--- config.mk ---
export PLATFORM = sky130hd
export DESIGN_NAME = comp_share_arb
export DESIGN_NICKNAME = d
export VERILOG_FILES = /design/src/rtl/comp_share_arb.sv
export SDC_FILE = /design/constraint.sdc
export NUM_CORES = 1
export LEC_CHECK = 0
export ABC_CLOCK_PERIOD_IN_PS = 1890
export CORE_MARGIN = 4
export CORE_UTILIZATION = 37
export DETAILED_ROUTE_END_ITERATION = 16
export PLACE_DENSITY_LB_ADDON = 0.25
export RECOVER_POWER = 50
export SETUP_SLACK_MARGIN = 0.1
export SLEW_MARGIN = 20
export SYNTH_ARGS = -nofsm -noshare
export SYNTH_HDL_FRONTEND = slang
export SYNTH_SLANG_ARGS = --single-unit
--- constraint.sdc ---
create_clock -name i_clk -period 1.89 [get_ports i_clk]
set_clock_uncertainty 0.2 [all_clocks]
set_input_delay 0.189 -clock i_clk [delete_from_list [all_inputs] [get_ports i_clk]]
set_output_delay 0.189 -clock i_clk [all_outputs]
set_load 0.02 [all_outputs]
--- src/rtl/comp_share_arb.sv ---
// Round-robin arbiter sharing one unsigned magnitude comparator (4-bit slices, MSB first) among NUM_REQ requesters.
// Latency: handshake in cycle N -> o_rsp_valid in N+2; issue interval >= 3 cycles. COMP_SHARE_ARB_SWAP_EN adds max/min outputs.
// Backpressure: o_req_ready only in IDLE; response held in RESPOND until i_rsp_ready; waiting requests are never dropped.
module comp_share_arb #(
   parameter int SIZE_DATA = 28,
   parameter int NUM_REQ   = 4,
   localparam int ID_W     = (NUM_REQ > 1) ? $clog2(NUM_REQ) : 1
) (
   input  logic                           i_clk,
   input  logic                           i_rst,
   input  logic [NUM_REQ-1:0]             i_req_valid,
   output logic [NUM_REQ-1:0]             o_req_ready,
   input  logic [NUM_REQ*SIZE_DATA-1:0]   i_req_data_a,
   input  logic [NUM_REQ*SIZE_DATA-1:0]   i_req_data_b,
   output logic                           o_rsp_valid,
   input  logic                           i_rsp_ready,
   output logic [ID_W-1:0]                o_rsp_id,
   output logic                           o_rsp_less,
`ifdef COMP_SHARE_ARB_SWAP_EN
   output logic                           o_rsp_equal,
   output logic [SIZE_DATA-1:0]           o_rsp_max,
   output logic [SIZE_DATA-1:0]           o_rsp_min
`else
   output logic                           o_rsp_equal
`endif
);

   localparam int NSL = SIZE_DATA / 4;

   typedef enum logic [1:0] {
      ST_IDLE,
      ST_COMPARE,
      ST_RESPOND
   } state_t;

   state_t                state, state_nxt;
   logic [ID_W-1:0]       rr_ptr;
   logic [ID_W-1:0]       lat_id;
   logic [SIZE_DATA-1:0]  lat_a, lat_b;
   logic [ID_W-1:0]       cand;
   logic [ID_W-1:0]       gnt_idx;
   logic                  gnt_found;
   logic                  hs;
   logic                  cmp_lt, cmp_eq;

   function automatic logic [ID_W-1:0] wrap_add(input logic [ID_W-1:0] base, input int off);
      int s;
      s = int'(base) + off;
      if (s >= NUM_REQ) s = s - NUM_REQ;
      return s[ID_W-1:0];
   endfunction

   // First valid requester at or after the round-robin pointer.
   always_comb begin
      cand      = '0;
      gnt_idx   = '0;
      gnt_found = 1'b0;
      for (int i = 0; i < NUM_REQ; i++) begin
         cand = wrap_add(rr_ptr, i);
         if (!gnt_found && i_req_valid[cand]) begin
            gnt_found = 1'b1;
            gnt_idx   = cand;
         end
      end
   end

   // Slice chain: a higher slice that differs decides; lower slices only matter while all above are equal.
   always_comb begin
      cmp_lt = 1'b0;
      cmp_eq = 1'b1;
      for (int s = NSL - 1; s >= 0; s--) begin
         cmp_lt = cmp_lt | (cmp_eq & (lat_a[s*4 +: 4] < lat_b[s*4 +: 4]));
         cmp_eq = cmp_eq & (lat_a[s*4 +: 4] == lat_b[s*4 +: 4]);
      end
   end

   always_ff @(posedge i_clk) begin
      if (i_rst) state <= ST_IDLE;
      else       state <= state_nxt;
   end

   always_comb begin
      state_nxt   = state;
      o_req_ready = '0;
      o_rsp_valid = 1'b0;
      hs          = 1'b0;
      unique case (state)
         ST_IDLE: begin
            if (gnt_found && !i_rst) begin
               o_req_ready = NUM_REQ'(1) << gnt_idx;
               hs          = 1'b1;
               state_nxt   = ST_COMPARE;
            end
         end
         ST_COMPARE: state_nxt = ST_RESPOND;
         ST_RESPOND: begin
            o_rsp_valid = !i_rst;
            if (i_rsp_ready) state_nxt = ST_IDLE;
         end
         default: state_nxt = ST_IDLE;
      endcase
   end

   always_ff @(posedge i_clk) begin
      if (i_rst) begin
         rr_ptr      <= '0;
         lat_id      <= '0;
         lat_a       <= '0;
         lat_b       <= '0;
         o_rsp_id    <= '0;
         o_rsp_less  <= 1'b0;
         o_rsp_equal <= 1'b0;
`ifdef COMP_SHARE_ARB_SWAP_EN
         o_rsp_max   <= '0;
         o_rsp_min   <= '0;
`endif
      end else begin
         if (hs) begin
            lat_a  <= i_req_data_a[gnt_idx*SIZE_DATA +: SIZE_DATA];
            lat_b  <= i_req_data_b[gnt_idx*SIZE_DATA +: SIZE_DATA];
            lat_id <= gnt_idx;
            rr_ptr <= wrap_add(gnt_idx, 1);
         end
         if (state == ST_COMPARE) begin
            o_rsp_id    <= lat_id;
            o_rsp_less  <= cmp_lt;
            o_rsp_equal <= cmp_eq;
`ifdef COMP_SHARE_ARB_SWAP_EN
            o_rsp_max   <= cmp_lt ? lat_b : lat_a;
            o_rsp_min   <= cmp_lt ? lat_a : lat_b;
`endif
         end
      end
   end

endmodule

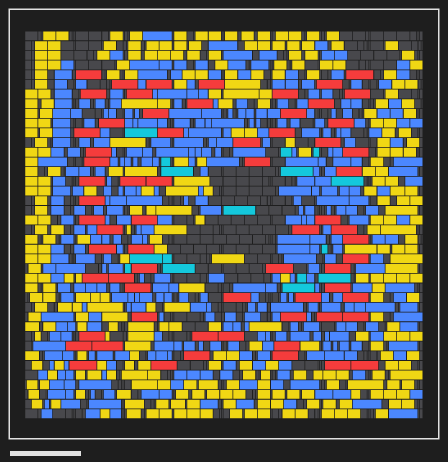
Fig. 1. Cell classes on the final placement (run 1).
The bar under the picture is 20 um long. Fill, decap, tap and diode cells in gray.
- combinational and other logic: blue (cells 377)
- clock drivers and dummy loads: cyan (cells 16)
- sequential cells: red (cells 66)
- remaining buffers and delay cells: yellow (cells 309)

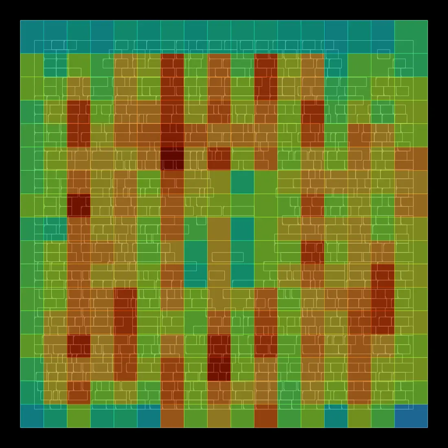
Fig. 2. Track usage over the die (run 1).
Routed WL per cell: 19.84 um
most utilized layer in the global route result: met2
total global-route track usage: 0.2170
met1 GRT Util: 0.2525

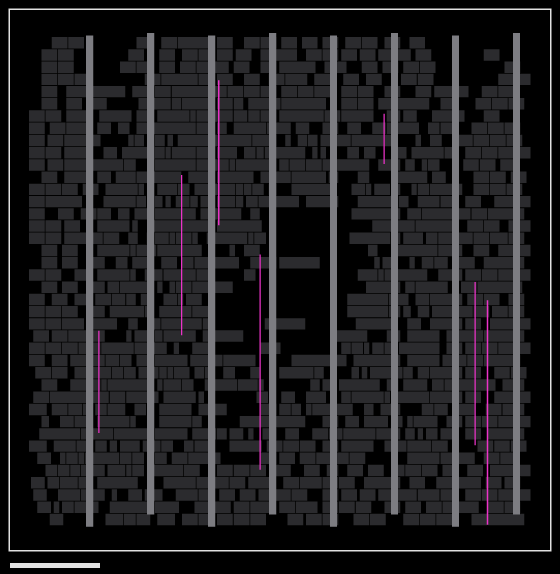
Fig. 3. Met4 routing (run 1).
The bar under the picture is 20 um long. Supply wires on this layer in gray.
- nets with wire on the layer: 7
- longest straight run: 49.6 um
- main direction: vertical

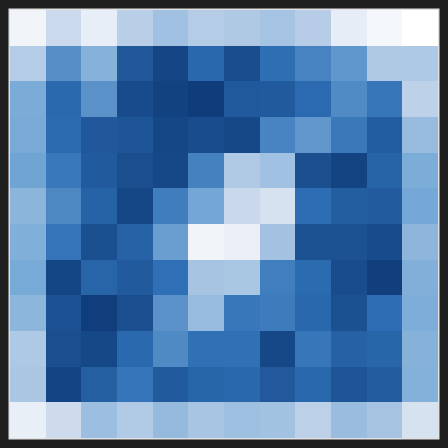
Fig. 4. Cell density map (run 1).
12 x 12 tiles, from white (low) to dark blue (high), 0 to 100% covered.
- fullest tile: 95%
- tiles over 75% full: 42%
- nearly empty tiles: 0.70%
- mean over tiles: 61%

==> reports/results.txt, run 1 <==
Outcome: finished, violations left
Failing checks: setup timing
Pins Over Slew Limit: 0
CP Launch Point: rr_ptr[1]
Max-area cell share: 0.2839
Synthesized registers: 66
Destination of the worst register-to-register timing path: lat_a[14]
Clock root cell: sky130_fd_sc_hd__clkbuf_16
Nets in the synthesized netlist: 747
Critical Path Start Type: register
Post-Syn Area: 0.004654 sq mm
Number of vias per cell: 5.315
Depth of the most critical reg-to-reg path: 9
Final std cell area, no fill: 0.009044 sq mm
Number of iterations in the first detailed-routing pass: 4
Leading cell types in the layout, fill and taps excluded: 229 x sky130_fd_sc_hd__clkdlybuf4s50_1, 71 x sky130_fd_sc_hd__mux2i_1, 57 x sky130_fd_sc_hd__dfxtp_1
Grt ovf: 0
Worst setup timing slack at the placement stage: -812.7 ps
Maximum level of the CTS H-tree: 3
Element type at the critical path end: primary output
Largest net degree at the start of global routing: 66
Count of unique library cells instantiated by Yosys: 37
Worst hold path type: in2reg
Tool warning count: 32
Vias post-DR: 4975
Most numerous logic cell after layout: sky130_fd_sc_hd__clkdlybuf4s50_1
Wire length of the first global-routing pass: 25.27 mm
Final count of hold timing violations: 0
Sum of routed wire length over all layers: 18.57 mm
Minimum setup slack in the final design: -288.7 ps
Unrepaired setup endpoints after global routing: yes
Die area: 0.01444 sq mm
Worst-path clk slew: 60 ps
Number of max-cap violations: 0
Cells taking the most area after synthesis: sky130_fd_sc_hd__dfxtp_1 28%, sky130_fd_sc_hd__mux2i_1 25%, sky130_fd_sc_hd__o221ai_1 10%
Crit path DAT: 1790 ps
Placed Area: 0.007373 sq mm
Util after Layout: 0.7436
Mean post-synth cell area: 9.617 sq um
Critical path class: reg2out
Number of warnings printed during yosys synthesis: 0
Fraction of the core area occupied by cells at floorplan: 0.3827
Final tally of setup violations: 62
Last element of the critical path: o_req_ready[1]
Synthesis-to-finish area growth: 94.30%
Share of layout cells above drive strength 1: 0.2786
Die span in x: 120.2 um
M3 GR Usage: 0.06315
Core Region: 0.01216 sq mm
Maximum fanout encountered on the critical timing path: 3
Latency at later pin: 330 ps
Ys flop type: sky130_fd_sc_hd__dfxtp_1
Worst-case register-to-register setup slack: -210 ps
DRT antenna net count: 0
Max Root-Sink Buffers: 2
Port-buffer cells: 239
Synthesized chip area reported by yosys: 0.004654 sq mm
Count of mapped cells out of synthesis: 484
Max-slew headroom at the worst pin: 0.6318
Sequential element share of the synthesized area: 0.2839
Final worst-path cycle share: 1.153
HPWL Detailed: 11.62 mm
Critical Path RT: 1500 ps
Number of cells upsized or downsized after cts: 73
[run 1: cell families (layout without fill, tap and decap cells)]
family	count (synthesis)	in the layout	synth area share
AND-OR/OR-AND	87	87	0.1538
adder cells (fa/ha/maj)	32	32	0.08602
buffers and inverters	77	361	0.08737
flip-flops	66	66	0.2839
multiplexers	114	114	0.2452
AND/OR/NAND/NOR	108	108	0.1438
[run 1: per-stage QoR]
step	instances	setup TNS (ps)	hold WS [ps]
5_1_grt	936	-12460	256.5
6_report	936	-8512	247.0
3_3_place_gp	880	-39950	242.0
2_1_floorplan	484	0	175.5
4_1_cts	914	-8353	255.0
3_5_place_dp	880	-44750	247.3
[run 1: worst max-delay path, stage by stage (launching register included)]
cell	delay, ps
sky130_fd_sc_hd__dfxtp_2	330
sky130_fd_sc_hd__a21oi_2	120
sky130_fd_sc_hd__nor3b_1	60
sky130_fd_sc_hd__or3_4	420
sky130_fd_sc_hd__buf_6	150
sky130_fd_sc_hd__ha_4	140
sky130_fd_sc_hd__and2_4	130
sky130_fd_sc_hd__buf_6	120
[run 1: where the power goes]
group          internal (mW)  switching [mW]
sequential              1.64           0.161
combinational           1.97            1.41
clock                  0.882           0.658
total                   4.49            2.23
[run 1: cells in the mapped netlist, types with 5 or more instances]
cell type,number
sky130_fd_sc_hd__buf_6,10
sky130_fd_sc_hd__nand2b_1,6
sky130_fd_sc_hd__nor2_1,11
sky130_fd_sc_hd__nand4_1,6
sky130_fd_sc_hd__a21oi_1,14
sky130_fd_sc_hd__ha_1,32
sky130_fd_sc_hd__buf_4,8
sky130_fd_sc_hd__clkbuf_1,14
sky130_fd_sc_hd__and2_1,5
sky130_fd_sc_hd__buf_2,9
sky130_fd_sc_hd__o221ai_1,53
sky130_fd_sc_hd__inv_1,35
sky130_fd_sc_hd__nand2_1,10
sky130_fd_sc_hd__mux2i_1,114
sky130_fd_sc_hd__or3_1,28
sky130_fd_sc_hd__dfxtp_1,66
sky130_fd_sc_hd__nand3b_1,28
[run 1: layout make-up]
type	count	area [sq um]
multi-input cells	341	3666
repair buffers	309	3408
fillers	826	3118
flip-flops and latches	66	1335
clock buffers	9	225.2
well taps	168	210.2
inverters	36	152.6
clock inverters	7	46.29
[run 1: per-layer routing]
| metal | vias to the layer above | routed length (um) |
|---|---|---|
| met1 | 2346 | 7108 |
| li1 | 2404 | - |
| met5 | - | 0 |
| met2 | 208 | 9712 |
| met4 | 0 | 233 |
| met3 | 17 | 1519 |
[run 1: state kept, by name, summed over array words and instances (netlist names)]
register and cells:
lat_b 28, lat_id 2, o_rsp_equal 1, lat_a 28
o_rsp_less 1, o_rsp_id 2, state 2, rr_ptr 2
[run 1: worst min-delay path by stage]
stage	slack (ps)	cells past startpoint	from	endpoint
after detailed placement	250	2	lat_id[0]	lat_id[0]
after floorplan	180	2	i_rsp_ready	state[1]
final	250	5	i_rst	state[0]
after CTS	250	2	lat_id[0]	lat_id[0]
after global routing	260	5	i_rst	state[0]
after global placement	240	2	lat_id[1]	lat_id[1]
Fig. 5: run 1, M1 wires
Supply wires on this layer in gray.
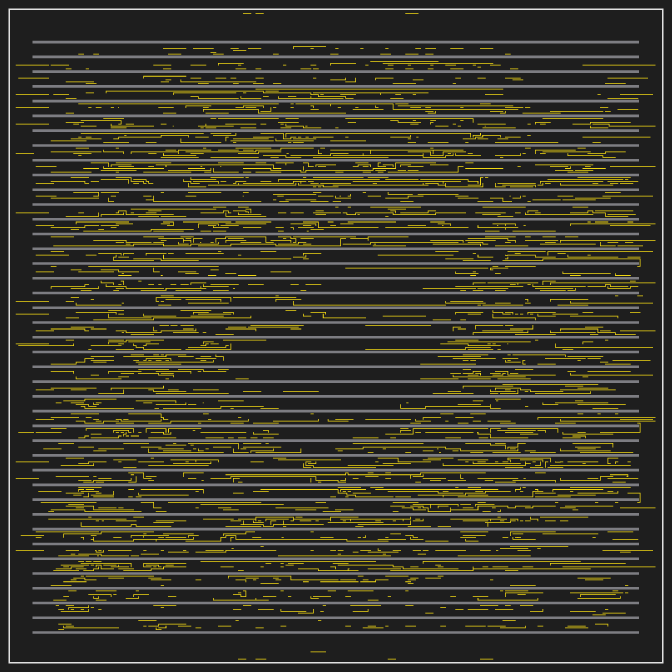

==> run 1 -> run 2 <==
- CORE_ASPECT_RATIO: default -> 0.5
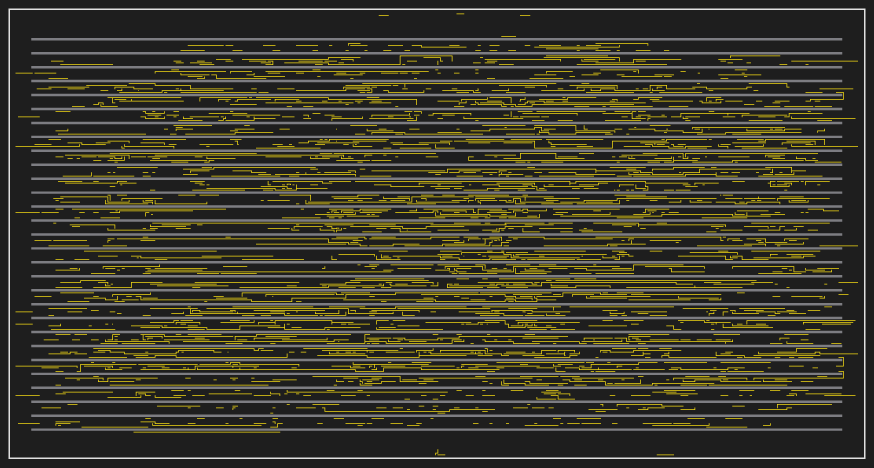
Fig. 6. M1 wires (run 2).
Supply wires on this layer in gray.
- longest straight run: 54.7 um
- main direction: horizontal

==> reports/results.txt, run 2 <==
Outcome: finished, violations left
Failing checks: setup timing
DRT antenna net count: 0 (unchanged)
Static Leakage: 3.756 nW
Minimum setup slack in the final design: -347.4 ps (-58.73 ps)
Largest net degree at the start of global routing: 66 (unchanged)
Final worst-path cycle share: 1.184 (+0.03107)
Fraction of the core area occupied by cells at floorplan: 0.3862 (+0.003497)
CTS Buf Count: 9
Grt ovf: 0 (unchanged)
Routed WL per cell: 21.16 um (+6.6%)
Timing-limited maximum frequency: 446.9 MHz
Sequence of cells on the critical path: nand2b_4 -> buf_4 -> o2111ai_2 -> and2_4 -> buf_6 -> buf_12 -> buf_12 -> buf_16 -> mux2i_1 -> o221ai_1
Max-area cell share: 0.2839 (unchanged)
Wire length of the first global-routing pass: 27.92 mm (+11%)
Cells taking the most area after synthesis: sky130_fd_sc_hd__dfxtp_1 28%, sky130_fd_sc_hd__mux2i_1 25%, sky130_fd_sc_hd__o221ai_1 10%
Clock net sink count: 66
Count of unresolved DRC violations after routing: 0
Initial DRC count: 302
Beginning of the worst hold path: lat_id[0]
CP peak stage delay: 350 ps (-70 ps)
Leading cell types in the layout, fill and taps excluded: 227 x sky130_fd_sc_hd__clkdlybuf4s50_1, 74 x sky130_fd_sc_hd__mux2i_1, 56 x sky130_fd_sc_hd__dfxtp_1
Library cell appearing most often on the critical path: sky130_fd_sc_hd__buf_12
Crit path DAT: 2230 ps (+440 ps)
Post-layout min period: 2237 ps
Share of layout cells above drive strength 1: 0.2715 (-0.007105)
Cell count after placement: 873 (-0.80%)
CP Launch Point: rr_ptr[0]
Maximum fanout encountered on the critical timing path: 5 (+2)
Initial antenna violation count: 1
Count of unique library cells instantiated by Yosys: 37 (unchanged)
Count of mapped cells out of synthesis: 484 (unchanged)
Mean post-synth cell area: 9.617 sq um (unchanged)
Critical path class: reg2reg
Sum of routed wire length over all layers: 19.70 mm (+6.1%)
Total global-route track usage: 0.2416 (+0.02454)
Die span in x: 166.6 um (+39%)
Synthesized chip area reported by yosys: 0.004654 sq mm (unchanged)
Power per cell area: 779.6 mW/mm^2
Synthesized registers: 66 (unchanged)
Core Region: 0.01205 sq mm (-0.91%)
Non-filler cells, final: 931 (-0.53%)
Most numerous logic cell after layout: sky130_fd_sc_hd__clkdlybuf4s50_1
Port-buffer cells: 239 (unchanged)
Tool warning count: 32 (unchanged)
Max-slew headroom at the worst pin: 0.5852 (-0.04655)
Post-synth top area cell: sky130_fd_sc_hd__dfxtp_1
Final count of hold timing violations: 0 (unchanged)
Number of max-cap violations: 0 (unchanged)
Max stage delay cell, worst path: sky130_fd_sc_hd__dfxtp_4
Pins Over Slew Limit: 0 (unchanged)
Num rows: 28
Synthesis-to-finish area growth: 99.57%
Worst-path clk slew: 60 ps (about the same)
Number of global-route vias before repair: 5325
Number of iterations in the first detailed-routing pass: 4 (unchanged)
Worst hold margin: 257.4 ps (+10.34 ps)
Placer Congestion: 0.7476
Total of hold buffers inserted after clock tree synthesis: 0
Critical Path Start Type: register
Vias post-DR: 5122 (+3.0%)
Ys flop type: sky130_fd_sc_hd__dfxtp_1
Maximum VDD drop: 0.5438 mV
Clock tree from TritonCTS: built
Worst hold path type: reg2reg
Count of inserted antenna diode cells: 0
Maximum level of the CTS H-tree: 3 (unchanged)
Power, Total: 7.242 mW
Launch instance of the worst register-to-register path: rr_ptr[0]
Critical Path RT: 1890 ps (+390 ps)
Proportion of synthesized flip-flops having asynchronous set or reset: 0
Num ports: 240
Element type at the critical path end: register
Latency at later pin: 340 ps (about the same)
Sequential element share of the synthesized area: 0.2839 (unchanged)
Post-Syn Area: 0.004654 sq mm (unchanged)
Transition time at the pin with the least slew margin: 622.1 ps
Final tally of setup violations: 61 (-1.6%)
HPWL Detailed: 11.53 mm (-0.81%)
Max Root-Sink Buffers: 2 (unchanged)
Die area: 0.01455 sq mm (+0.75%)
Number of vias per cell: 5.502 (+3.5%)
Regs by FF count: lat_a (28), lat_b (28)
Height of the die: 87.31 um
Post-synth top cells: 114 x sky130_fd_sc_hd__mux2i_1, 66 x sky130_fd_sc_hd__dfxtp_1, 53 x sky130_fd_sc_hd__o221ai_1, 35 x sky130_fd_sc_hd__inv_1, 32 x sky130_fd_sc_hd__ha_1
Most instantiated library cell after synthesis: sky130_fd_sc_hd__mux2i_1
Unrepaired setup endpoints after global routing: yes
Nets in the synthesized netlist: 747 (unchanged)
Number of cell instances after yosys synthesis: 484
Post-synth tally of flip-flops with integrated enable: 0
Count of nets after finishing: 1024
Number of warnings printed during yosys synthesis: 0 (unchanged)
Clock root cell: sky130_fd_sc_hd__clkbuf_16
## run 2: cell count changes in the layout (fill, tap and decap cells not counted), sizes merged
| cell | before | now |
|---|---|---|
| clkbuf | 22 | 14 |
| buf | 63 | 68 |
| bufinv | 0 | 2 |
| clkdlybuf4s50 | 229 | 227 |
| dlygate4sd3 | 0 | 2 |
| clkinv | 4 | 3 |
| clkinvlp | 3 | 2 |
| dlymetal6s2s | 0 | 1 |
## run 2: worst max-delay path, delay by kind of cell, from the launching register on
family                 cells  cell delay, ps
AOI/OAI and AO/OA          2             210
buffers and inverters      5             660
DFF                        1             350
muxes                      1             260
and+or+nand+nor            2             400
## run 2: logic make-up after synthesis
| kind of cell | synth area share |
|---|---|
| AND-OR/OR-AND | 0.1538 |
| adder cells (fa/ha/maj) | 0.08602 |
| buffers and inverters | 0.08737 |
| flip-flops | 0.2839 |
| multiplexers | 0.2452 |
| AND/OR/NAND/NOR | 0.1438 |
## run 2: final timing paths
| path | end | slack, ps | depth (start not counted) |
|---|---|---|---|
| setup / recovery | lat_a[5] | -350 | 10 |
| hold / removal | lat_id[0] | 260 | 2 |
| setup reg to reg | lat_a[5] | -350 | 10 |
| hold reg to reg | lat_id[0] | 260 | 2 |
## run 2: repair_timing
action | 4_1_cts | 5_1_grt
setup buffers | 21 | 2
gates cloned | 18 | 4
endpoints found under the setup margin | 68 | 66
resized | 133 | 80
pin swaps | 42 | 39
## run 2: cell type report
| cell class | instances | area, sq um |
|---|---|---|
| Fill cell | 796 | 2763 |
| Tap cell | 165 | 206.4 |
| Clock buffer | 9 | 225.2 |
| Clock inverter | 7 | 93.84 |
| Timing Repair Buffer | 307 | 3630 |
| Multi-Input combinational cell | 341 | 3647 |
| Inverter | 36 | 150.1 |
| Sequential cell | 66 | 1336 |
## run 2: metrics by stage
stage | utilization | area [sq um] | worst slack [ps] | setup TNS (ps)
floorplan | - | 4760 | 79.96 | 0
global route | 0.7708 | 9289 | -394.3 | -15800
global placement | 0.6090 | 7340 | -813.1 | -35790
detailed placement | 0.6090 | 7340 | -860.2 | -38170
finish | 0.7708 | 9289 | -347.4 | -11920
CTS | 0.7331 | 8835 | -248.0 | -9264
## run 2: metal layers
layer / global-route usage / vias up / routed length [um] / share of wire
li1: - / 2411 / - / -
met1: 0.3004 / 2478 / 8358 / 0.42
met2: 0.4394 / 203 / 9853 / 0.50
met3: 0.05213 / 30 / 1232 / 0.063
met4: 0.04677 / 0 / 253 / 0.013
met5: 0 / - / 0 / 0
## run 2: where the power goes
| part | internal, mW | switching (mW) | leakage [nW] |
|---|---|---|---|
| Sequential | 1.65 | 0.150 | 0.550 |
| Combinational | 2.12 | 1.52 | 3.05 |
| Clock | 1.15 | 0.652 | 0.151 |
| Total | 4.92 | 2.33 | 3.76 |
No activity file was given, so power comes from the tool's default toggle rates.
